### src/rtl/reg_issue_ctrl_pkg.sv
// Shared types and constants for the rename/issue sequencer.
// Holds the ROB index width, the FSM encoding and the buffered instruction payload.
package reg_issue_ctrl_pkg;

    localparam int unsigned ROB_BIT_DEF = 5;
    localparam int unsigned REG_W       = 5;
    localparam int unsigned CNT_W       = 32;
    localparam int unsigned FLUSH_W     = 4;

    typedef enum logic {
        ST_RUN   = 1'b0,
        ST_FLUSH = 1'b1
    } state_t;

    typedef struct packed {
        logic [REG_W-1:0] rd;
        logic [REG_W-1:0] rs1;
        logic [REG_W-1:0] rs2;
        logic             use_rs1;
        logic             use_rs2;
        logic             wr_rd;
    } dec_inst_t;

    // Unused sources read x0 so they never look like a dependency.
    function automatic logic [REG_W-1:0] src_id(input logic en, input logic [REG_W-1:0] id);
        return en ? id : '0;
    endfunction

endpackage

### src/rtl/issue_skid_buf.sv
// One-entry instruction buffer with decoder handshake and issue-fire qualification.
// Accept and issue can happen in the same cycle, sustaining one instruction per cycle.
module issue_skid_buf
    import reg_issue_ctrl_pkg::*;
(
    input  logic      clk,
    input  logic      rst_n,
    input  logic      rdy,
    input  logic      run,
    input  logic      flush,
    input  logic      stall,
    input  logic      in_valid,
    input  dec_inst_t in_data,
    output logic      in_ready,
    output dec_inst_t buf_data,
    output logic      fire
);

    logic buf_valid;

    assign fire     = rdy & run & buf_valid & ~stall & ~flush;
    assign in_ready = rst_n & rdy & run & ~flush & (~buf_valid | fire);

    // Flush drops the held entry; otherwise accept refills and fire drains.
    always_ff @(posedge clk or negedge rst_n) begin
        if (!rst_n) begin
            buf_valid <= 1'b0;
            buf_data  <= '0;
        end else if (rdy) begin
            if (flush) begin
                buf_valid <= 1'b0;
            end else if (in_valid && in_ready) begin
                buf_valid <= 1'b1;
                buf_data  <= in_data;
            end else if (fire) begin
                buf_valid <= 1'b0;
            end
        end
    end

endmodule

### src/rtl/reg_issue_ctrl.sv
// Single-issue rename/issue sequencer in front of the architectural register file.
// Owns the recovery FSM, the flush countdown and the issued-instruction counter.
module reg_issue_ctrl
    import reg_issue_ctrl_pkg::*;
#(
    parameter int unsigned ROB_BIT      = ROB_BIT_DEF,
    parameter int unsigned FLUSH_CYCLES = 1
) (
    input  logic               clk_in,
    input  logic               rst_in,
    input  logic               rdy_in,
    input  logic               rob_clear_up,
    input  logic               dec_valid,
    output logic               dec_ready,
    input  logic [REG_W-1:0]   dec_rd,
    input  logic [REG_W-1:0]   dec_rs1,
    input  logic [REG_W-1:0]   dec_rs2,
    input  logic               dec_use_rs1,
    input  logic               dec_use_rs2,
    input  logic               dec_wr_rd,
    input  logic               rob_full,
    input  logic [ROB_BIT-1:0] rob_tail,
    input  logic               rs_full,
    output logic [REG_W-1:0]   get_id1,
    output logic [REG_W-1:0]   get_id2,
    output logic               rob_issue_reg,
    output logic [REG_W-1:0]   issue_reg_id,
    output logic [ROB_BIT-1:0] issue_rob_entry,
    output logic               issue_valid,
    output logic [CNT_W-1:0]   issued_cnt
);

    state_t             state;
    logic [FLUSH_W-1:0] flush_cnt;
    dec_inst_t          dec_inst;
    dec_inst_t          buf_inst;
    logic               issue_fire;
    logic               run;

    assign dec_inst = {dec_rd, dec_rs1, dec_rs2, dec_use_rs1, dec_use_rs2, dec_wr_rd};
    assign run      = (state == ST_RUN);

    issue_skid_buf u_buf (
        .clk      (clk_in),
        .rst_n    (rst_in),
        .rdy      (rdy_in),
        .run      (run),
        .flush    (rob_clear_up),
        .stall    (rob_full | rs_full),
        .in_valid (dec_valid),
        .in_data  (dec_inst),
        .in_ready (dec_ready),
        .buf_data (buf_inst),
        .fire     (issue_fire)
    );

    // Writes to x0 still issue but never rename.
    assign issue_valid     = issue_fire;
    assign rob_issue_reg   = issue_fire & buf_inst.wr_rd & (buf_inst.rd != '0);
    assign issue_reg_id    = rob_issue_reg ? buf_inst.rd : '0;
    assign issue_rob_entry = rst_in ? rob_tail : '0;
    assign get_id1         = src_id(buf_inst.use_rs1, buf_inst.rs1);
    assign get_id2         = src_id(buf_inst.use_rs2, buf_inst.rs2);

    // Recovery FSM and perf counter; everything holds while rdy_in is low.
    always_ff @(posedge clk_in or negedge rst_in) begin
        if (!rst_in) begin
            state      <= ST_RUN;
            flush_cnt  <= '0;
            issued_cnt <= '0;
        end else if (rdy_in) begin
            if (issue_fire) begin
                issued_cnt <= issued_cnt + CNT_W'(1);
            end
            if (rob_clear_up) begin
                state     <= ST_FLUSH;
                flush_cnt <= FLUSH_W'(FLUSH_CYCLES);
            end else if (state == ST_FLUSH) begin
                if (flush_cnt <= FLUSH_W'(1)) begin
                    state     <= ST_RUN;
                    flush_cnt <= '0;
                end else begin
                    flush_cnt <= flush_cnt - FLUSH_W'(1);
                end
            end
        end
    end

endmodule

### config.mk
export PLATFORM = sky130hd
export DESIGN_NAME = reg_issue_ctrl
export DESIGN_NICKNAME = d
export VERILOG_FILES = /design/src/rtl/reg_issue_ctrl_pkg.sv /design/src/rtl/issue_skid_buf.sv /design/src/rtl/reg_issue_ctrl.sv
export SDC_FILE = /design/constraint.sdc
export NUM_CORES = 1
export LEC_CHECK = 0
export ABC_AREA = 0
export CAP_MARGIN = 5
export CORE_MARGIN = 1.5
export CORE_UTILIZATION = 50
export CTS_CLUSTER_SIZE = 8
export DETAILED_ROUTE_END_ITERATION = 8
export MAX_ROUTING_LAYER = met4
export PLACE_DENSITY = 0.92
export SLEW_MARGIN = 10
export SYNTH_ARGS = -nofsm -noshare
export SYNTH_HDL_FRONTEND = slang
export SYNTH_SLANG_ARGS = --single-unit
### constraint.sdc
create_clock -name clk_in -period 5.5 [get_ports clk_in]
set_input_delay 0.825 -clock clk_in [delete_from_list [all_inputs] [get_ports clk_in]]
set_output_delay 0.825 -clock clk_in [all_outputs]
set_load 0.1 [all_outputs]
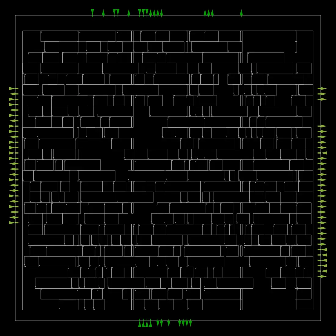
*Placed standard cells, run 1*
share of the final layout cell area in sequential cells: 37.7%
non-filler cells in the finished layout: 392
number of sequential cells: 56
filler cell count in the final layout: 379

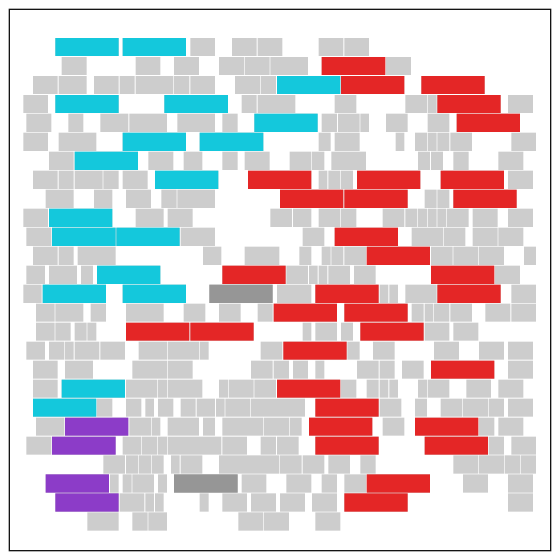
*Sequential cells grouped by signal name, run 1*
Other sequential cells in the stronger grey, the rest of the logic in the fainter grey.
u_buf.buf_data -> cyan  # flops 18
issued_cnt -> red  # flops 32
flush_cnt -> purple  # flops 4, where bottom left

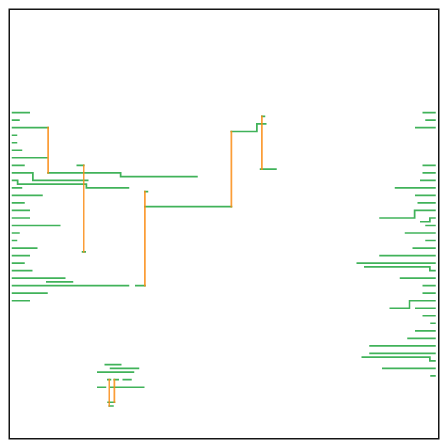
*Signal wires by layer, run 1*
Only two layers are drawn.
met3 -> green  # wire length 397 um
met4 -> orange  # wire length 72.8 um
all-layer global routing usage: 21.2%
routed len/inst: 15.0 um
via count: 2,127
wire length after detailed routing: 5860 um

==> notes.md, run 1 <==
The implementation run finished. In the placement report, post-DP HPWL is listed as roughly 4400 um. Top achievable clock speed landed at around 0.23 GHz. Setup repair after global routing left no endpoint under its margin. Per the post-CTS timing run, clock transition at the registers of the reported paths is approximately 0.090 ns.

Headroom to the max-slew limit came out at between 30% and 40%. The flow ran to the end, and the final reports show no timing, DRC or antenna violations. The tree is rooted in a sky130_fd_sc_hd__clkbuf_8. In the synthesized netlist, the number of instances is 238. For this run, the detailed router reports a per-instance via density of about 5.4. Per the post-route antenna check, the number of violating nets is 0. In this run, the synthesized area fraction spent on AND-OR/OR-AND gates is recorded as approximately 3.1%.

The script extracted a total leakage power of about 1.8 nW. After floorplanning, the core was divided into 26 placement rows. Clock insertion delay at the later pin of the skew report landed at about 0.3 ns.

The post-route utilization of the core is recorded as between 70% and 80%. Clock skew landed at around 0.0049 ns. The report gives the cell count of the worst hold path as 1. The pin closest to its max-slew limit shows a slew of ~1.0 ns. Number of unique standard cell types used by synthesis landed at 37. In this run, post-CTS hold repair placed 0 buffers. Yosys stat cell total landed at roughly 240.

The global route stage reports its total congestion overflow as 0. Post-synthesis share of cell area spent on full adders, half adders and majority gates landed at around 1.4%. Critical-path maximum fanout landed at 12. The synthesis run identifies the leading combinational cell family as simple AND/OR/NAND/NOR gates. The average instance in the mapped netlist occupies ~12 um2. Initial antenna violation count landed at 0.

In this run the horizontal extent of the chip is 77.4 um. The finished cells cover 0.00372 mm2.
## run 1: logic make-up (layout without fill, tap and decap cells)
logic type,count (synthesis),in the layout
xor+xnor,31,31
buf+inv,18,102
fa+ha+maj,3,3
simple gates,99,99
compound gates,12,12
flops,56,56
mux,19,19
## run 1: Yosys cell counts (5+ instances only)
master	number	area, um2
sky130_fd_sc_hd__mux2_4	9	135
sky130_fd_sc_hd__xor2_1	19	166
sky130_fd_sc_hd__xnor2_1	12	105
sky130_fd_sc_hd__mux2_2	10	113
sky130_fd_sc_hd__dfrtp_1	56	1400
sky130_fd_sc_hd__buf_2	6	30.0
sky130_fd_sc_hd__and3_1	11	68.8
sky130_fd_sc_hd__nor2_1	9	33.8
sky130_fd_sc_hd__nor3_1	14	70.1
sky130_fd_sc_hd__nand2_1	16	60.1
sky130_fd_sc_hd__inv_1	9	33.8
sky130_fd_sc_hd__and2_1	17	106
sky130_fd_sc_hd__nand4_1	5	31.3
sky130_fd_sc_hd__nand3_1	8	40.0
sky130_fd_sc_hd__and4_1	6	52.6
## run 1: power by group
group          total, mW  internal [mW]  switching [mW]  leakage, nW
sequential         0.572          0.495          0.0775        0.725
clock              0.227          0.103           0.125       0.0445
combinational      0.534          0.193           0.341        0.985
## run 1: state kept, by name, indices dropped and copies added (netlist names)
register,flops
flush_cnt,4
issued_cnt,32
state,1
u_buf.buf_data,18
u_buf.buf_valid,1
## run 1: routing by layer
layer	track usage (%)	wire length (um)	vias up
met5	-	0	-
met4	5.45	72	0
met3	4.71	397	15
met2	36.0	2920	86
met1	25.9	2480	1029
li1	-	-	997
## run 1: through the flow
stage          setup WS [ns]  cells
2_1_floorplan           1.17    238
3_3_place_gp            1.25    384
3_5_place_dp            1.20    384
4_1_cts                 1.17    392
5_1_grt                 1.07    392
6_report                1.18    392
## run 1: how the worst max path moves through the flow
stage / endpoint / slack [ns]
floorplan: rob_issue_reg / 1.17
global placement: issue_valid / 1.25
global route: issue_valid / 1.07
detailed placement: issue_valid / 1.20
finish: issue_valid / 1.18
CTS: issue_valid / 1.17
## run 1: layout make-up
| type | instances | area [um2] |
|---|---|---|
| inverters | 9 | 33.8 |
| clock buffers | 7 | 86.3 |
| clock inverters | 1 | 7.51 |
| well taps | 70 | 87.6 |
| multi-input cells | 164 | 1270 |
| flip-flops and latches | 56 | 1400 |
| repair buffers | 85 | 828 |
| fillers | 379 | 1490 |
## run 1: worst max-delay path: stages
cell and delay, ns:
sky130_fd_sc_hd__clkdlybuf4s50_1 0.70, sky130_fd_sc_hd__nor3b_2 0.35, sky130_fd_sc_hd__and3_1 0.41, sky130_fd_sc_hd__clkdlybuf4s50_1 1.20
### Met2 routing, run 1

Scale bar: 20 um.
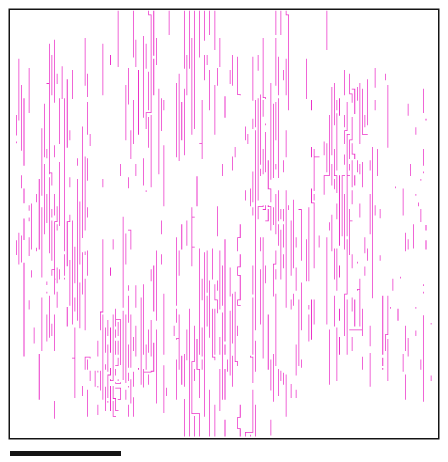

==> inputs of run 2 (changes only) <==
CORE_UTILIZATION = 47   (was 50)
PLACE_DENSITY = 0.87   (was 0.92)
clock period = 4.1 ns   (was 5.5 ns; I/O delays follow)
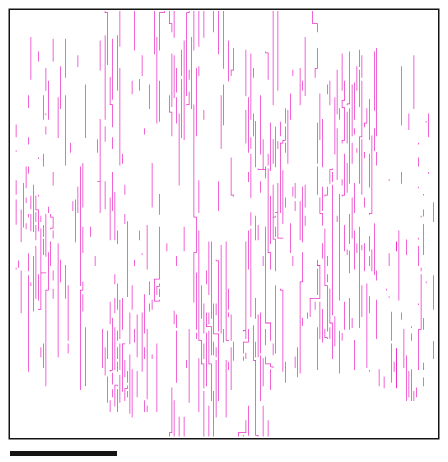
*Met2 routing, run 2*
Scale bar: 20 um.
wire length on this layer = 2,760 um
nets with wire on the layer = 319
share of all routed wire = 49%
longest straight run = 24.1 um
main direction = vertical
met2 demand-to-capacity share in global routing: 30.6%
via count: 2,064
wire length after detailed routing: 5640 um

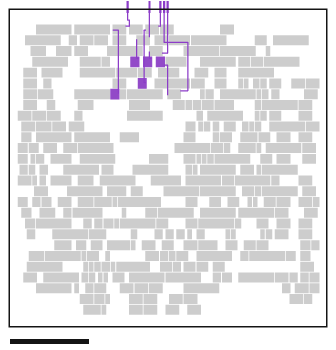
*Wires at chosen ports, followed through buffers, run 2*
Scale bar: 20 um.
get_id2 -> purple  # bits 5, direction output, edge top, end cells 5, buffers 5, wire 103 um
num ports: 85
number of port buffers: 84

==> notes.md, run 2 <==
The implementation run finished. The run finished with clean final reports. Clock skew landed at ~0.0085 ns. In the final layout, the registers with the most flip-flops are issued_cnt: 32 flops, u_buf.buf_data: 18 flops, flush_cnt: 4 flops. Cell count after synthesis landed at 238. By count the netlist is led by sky130_fd_sc_hd__dfrtp_1, sky130_fd_sc_hd__xor2_1, sky130_fd_sc_hd__and2_1.

Utilization after layout landed at 66.3%. In the placement report, post-DP HPWL is listed as roughly 4200 um. Clock-pin slew on the worst setup and hold paths landed at 0.10 ns. Width of the chip landed at 79.7 um. After detailed placement, the design holds a cell count of about 390.

Looking at the clock tree report, the root buffer type is sky130_fd_sc_hd__clkbuf_8. Yosys stat cell total landed at 238. Along the worst path, the maximum fanout reaches 12.

Measured slew at the worst slew-check pin landed at 0.990 ns. The most critical setup path has its endpoint at rob_issue_reg. As reported, the later end of the worst-skew pair has a clock insertion delay of a little over 0.3 ns. Setup repair after global routing left no endpoint under its margin. The register with the most flip-flops in the layout has 32 of them. Counting the fill cells in the layout gives approximately 450.

Walking the worst path, the cells encountered are clkdlybuf4s50_1, nor3b_2, and3_1, nand2_1, a21oi_1, buf_4. Count of cell instances traversed by the critical path landed at 6. Static leakage landed at 1.78 nW. According to the floorplan log, the row count is 27. In this design, the largest share of critical-path delay is due to buffers and inverters. Count of hold buffers inserted by post-cts repair landed at 0. Area fraction of the dominant cell type after synthesis landed at 50.7%.

Non-filler instance count after layout landed at between 300 and 400. Together, buffers and inverters on the worst path number 2.
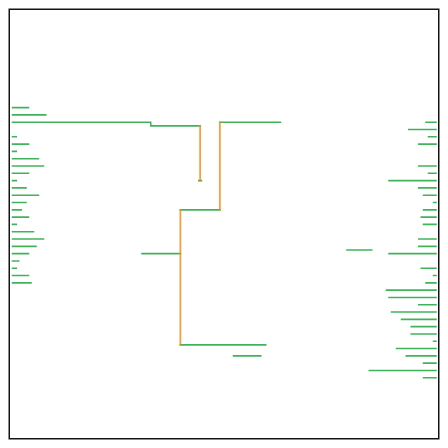
*Signal wires by layer, run 2*
Only two layers are drawn.
met4 -> orange  # wire length 51.7 um
met3 -> green  # wire length 288 um

run 2: cell counts after synthesis:
No cell type changed its count.
run 2: cell type report:
class | instances | area [um2] | share of cell area, %
clock buffers | 6 | 72.6 | 1.95
well taps | 72 | 90.1 | 2.42
clock inverters | 2 | 35.0 | 0.942
flip-flops and latches | 56 | 1400 | 37.7
multi-input cells | 164 | 1270 | 34.3
inverters | 9 | 33.8 | 0.908
repair buffers | 85 | 811 | 21.8
run 2: logic make-up after synthesis:
group	after synthesis	synth area share (%)
AND/OR/NAND/NOR	99	22.9
flip-flops	56	50.7
XOR/XNOR	31	9.81
multiplexers	19	8.96
buffers and inverters	18	3.26
AND-OR/OR-AND	12	3.08
adder cells (fa/ha/maj)	3	1.36
run 2: power by group:
| part | total [mW] | switching (mW) | internal [mW] | leakage (nW) |
|---|---|---|---|---|
| registers | 0.767 | 0.103 | 0.664 | 0.725 |
| clock network | 0.354 | 0.173 | 0.182 | 0.0552 |
| logic | 0.707 | 0.451 | 0.256 | 0.996 |
| total | 1.83 | 0.727 | 1.10 | 1.78 |
run 2: worst min path at each step:
stage                         startpoint             end
final                             rst_in  issued_cnt[12]
after global routing              rst_in  issued_cnt[12]
after CTS                         rst_in  issued_cnt[12]
after detailed placement  issued_cnt[31]  issued_cnt[31]
after global placement    issued_cnt[31]  issued_cnt[31]
after floorplan                   rst_in    flush_cnt[0]
run 2: worst reg2reg max path: stages, from the launching register on:
cell	delay [ns]
sky130_fd_sc_hd__dfrtp_1	0.53
sky130_fd_sc_hd__nor3_4	0.36
sky130_fd_sc_hd__or2b_1	0.21
sky130_fd_sc_hd__nand4_4	0.37
sky130_fd_sc_hd__mux2_4	0.44
run 2: layer usage:
metal / vias to the layer above / routed length, um
li1: 987 / -
met1: 1005 / 2540
met2: 65 / 2760
met3: 7 / 288
met4: 0 / 51
met5: - / 0
run 2: stage by stage:
stage | instance area [um2] | setup WS [ns]
CTS | 3720 | 0.884
finish | 3720 | 0.883
global route | 3720 | 0.735
global placement | 3610 | 0.961
floorplan | 2770 | 0.186
detailed placement | 3610 | 0.886
### Sequential cells grouped by signal name, run 2

Other sequential cells in the stronger grey, the rest of the logic in the fainter grey.
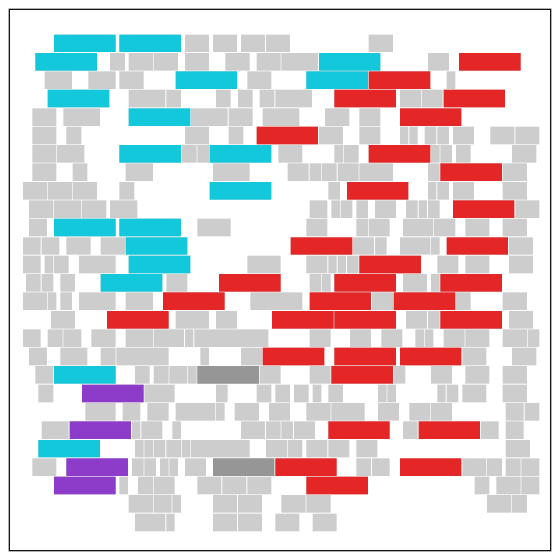

==> inputs of run 3 (changes only) <==
clock period = 3.28 ns   (was 4.1 ns; I/O delays follow)
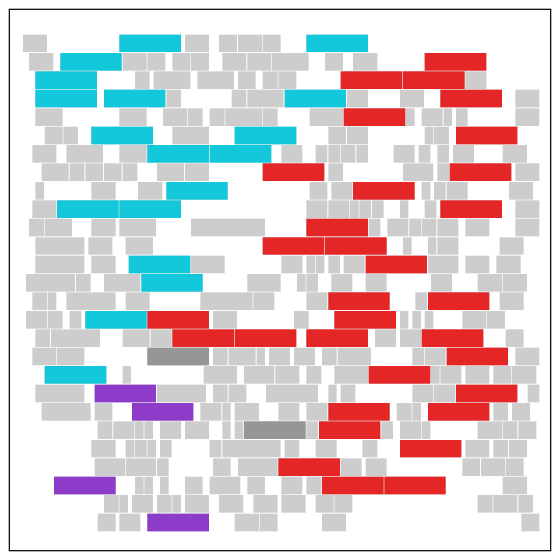
*Sequential cells grouped by signal name, run 3*
Other sequential cells in the stronger grey, the rest of the logic in the fainter grey.
u_buf.buf_data -> cyan  # flops 18
flush_cnt -> purple  # flops 4, where bottom left
issued_cnt -> red  # flops 32

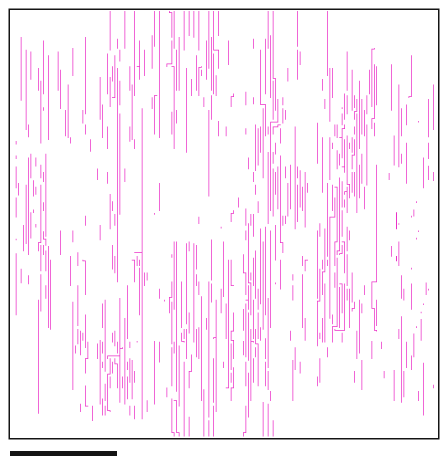
*Met2 routing, run 3*
Scale bar: 20 um.
wire length on this layer = 2,790 um
nets with wire on the layer = 316
longest straight run = 57.8 um

==> notes.md, run 3 <==
The implementation run finished. The run finished with clean final reports. The power report puts the leakage power at 1.85 nW. Flip-flop count of the largest register, all copies and words added landed at 32.

Fill cells in the final layout number approximately 430. The cell-mix breakdown from Yosys lists the XOR/XNOR area share as 9.81%. Clock-pin slew was measured on the worst setup and hold paths at 0.09 ns. Routed via count landed at about 2,100.

Summed over its instances, the top area cell type makes up 50.7% of the synthesized netlist area. Pre-CTS worst setup slack landed at roughly 0.55 ns. Fraction of power consumed by the clock network landed at between 20% and 30%. In the final layout, the registers with the most flip-flops are issued_cnt: 32 flops, u_buf.buf_data: 18 flops, flush_cnt: 4 flops.

The report lists the cells along the critical path as clkdlybuf4s50_1, nor3b_2, and3_1, nand2_1, a21oi_2, buf_12. For reference, compound AND-OR and OR-AND cells occupy under 10% of the area reported after synthesis. Clock insertion delay at the later pin of the skew report landed at roughly 0.31 ns. Grouping non-sequential cells by family puts the most area in simple AND/OR/NAND/NOR gates. Critical-path maximum fanout landed at 10. Switching power landed at 917 uW. Cell count after synthesis landed at approximately 240. In the Yosys stats the netlist draws on 37 distinct library cells. On the critical path the largest part of the delay comes from simple AND/OR/NAND/NOR gates. The script computed the net switching share of total power as about two fifths.

Number of buffers inserted by port buffering landed at around 84. Clock skew landed at between 0.007 and 0.008 ns. In this run, flip-flops and latches consume 41.6% of the power.
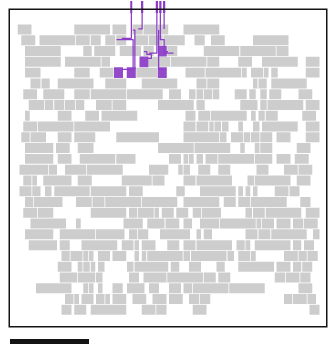
*Wires at chosen ports, followed through buffers, run 3*
Scale bar: 20 um.
get_id2 -> purple  # bits 5, direction output, edge top, end cells 5, buffers 5, wire 86.7 um

## run 3: cell families after synthesis
family,after synthesis
AOI/OAI and AO/OA,12
xor gates and xnor gates,31
muxes,19
adders and majority gates,3
buffers and inverters,18
DFF,56
and+or+nand+nor,99
## run 3: how the worst max path moves through the flow
stage | startpoint | slack (ns) | cells after the start | endpoint
3_3_place_gp | rdy_in | 0.61 | 6 | rob_issue_reg
4_1_cts | rdy_in | 0.56 | 6 | rob_issue_reg
3_5_place_dp | rdy_in | 0.55 | 6 | rob_issue_reg
5_1_grt | rob_clear_up | 0.47 | 6 | rob_issue_reg
2_1_floorplan | rob_clear_up | 0.21 | 6 | rob_issue_reg
6_report | rdy_in | 0.58 | 6 | rob_issue_reg
## run 3: metrics by stage
stage	instances	area [um2]	hold slack, ns	util (%)
detailed placement	388	3680	0.389	65.7
CTS	396	3800	0.0488	67.8
floorplan	238	2770	0.196	-
global placement	388	3680	0.380	65.7
finish	396	3800	0.0492	67.8
global route	396	3800	0.0488	67.8
## run 3: final cells by class
cell class / instances / area [um2] / area share, %
flip-flops and latches: 56 / 1400 / 36.8
multi-input cells: 164 / 1280 / 33.6
repair buffers: 87 / 878 / 23.1
well taps: 72 / 90.1 / 2.37
clock buffers: 6 / 82.6 / 2.17
clock inverters: 2 / 38.8 / 1.02
inverters: 9 / 33.8 / 0.888
## run 3: metal layers
metal	up-vias	wire length, um	global-route usage [%]
met5	-	0	-
met4	0	63	5.79
met3	7	350	4.34
met2	68	2790	32.9
met1	1019	2570	25.2
li1	994	-	-
## run 3: power groups by stage
| stage | logic (mW) | registers (mW) | clock network, mW |
|---|---|---|---|
| finish | 0.874 | 0.958 | 0.473 |
| global route | 0.930 | 0.982 | 0.513 |
| CTS | 0.882 | 0.960 | 0.483 |
| detailed placement | 0.882 | 0.969 | 0 |
| global placement | 0.861 | 0.961 | 0 |
| floorplan | 0.695 | 0.947 | 0 |
Power figures rest on the tool's default switching activity, not on a simulated workload.
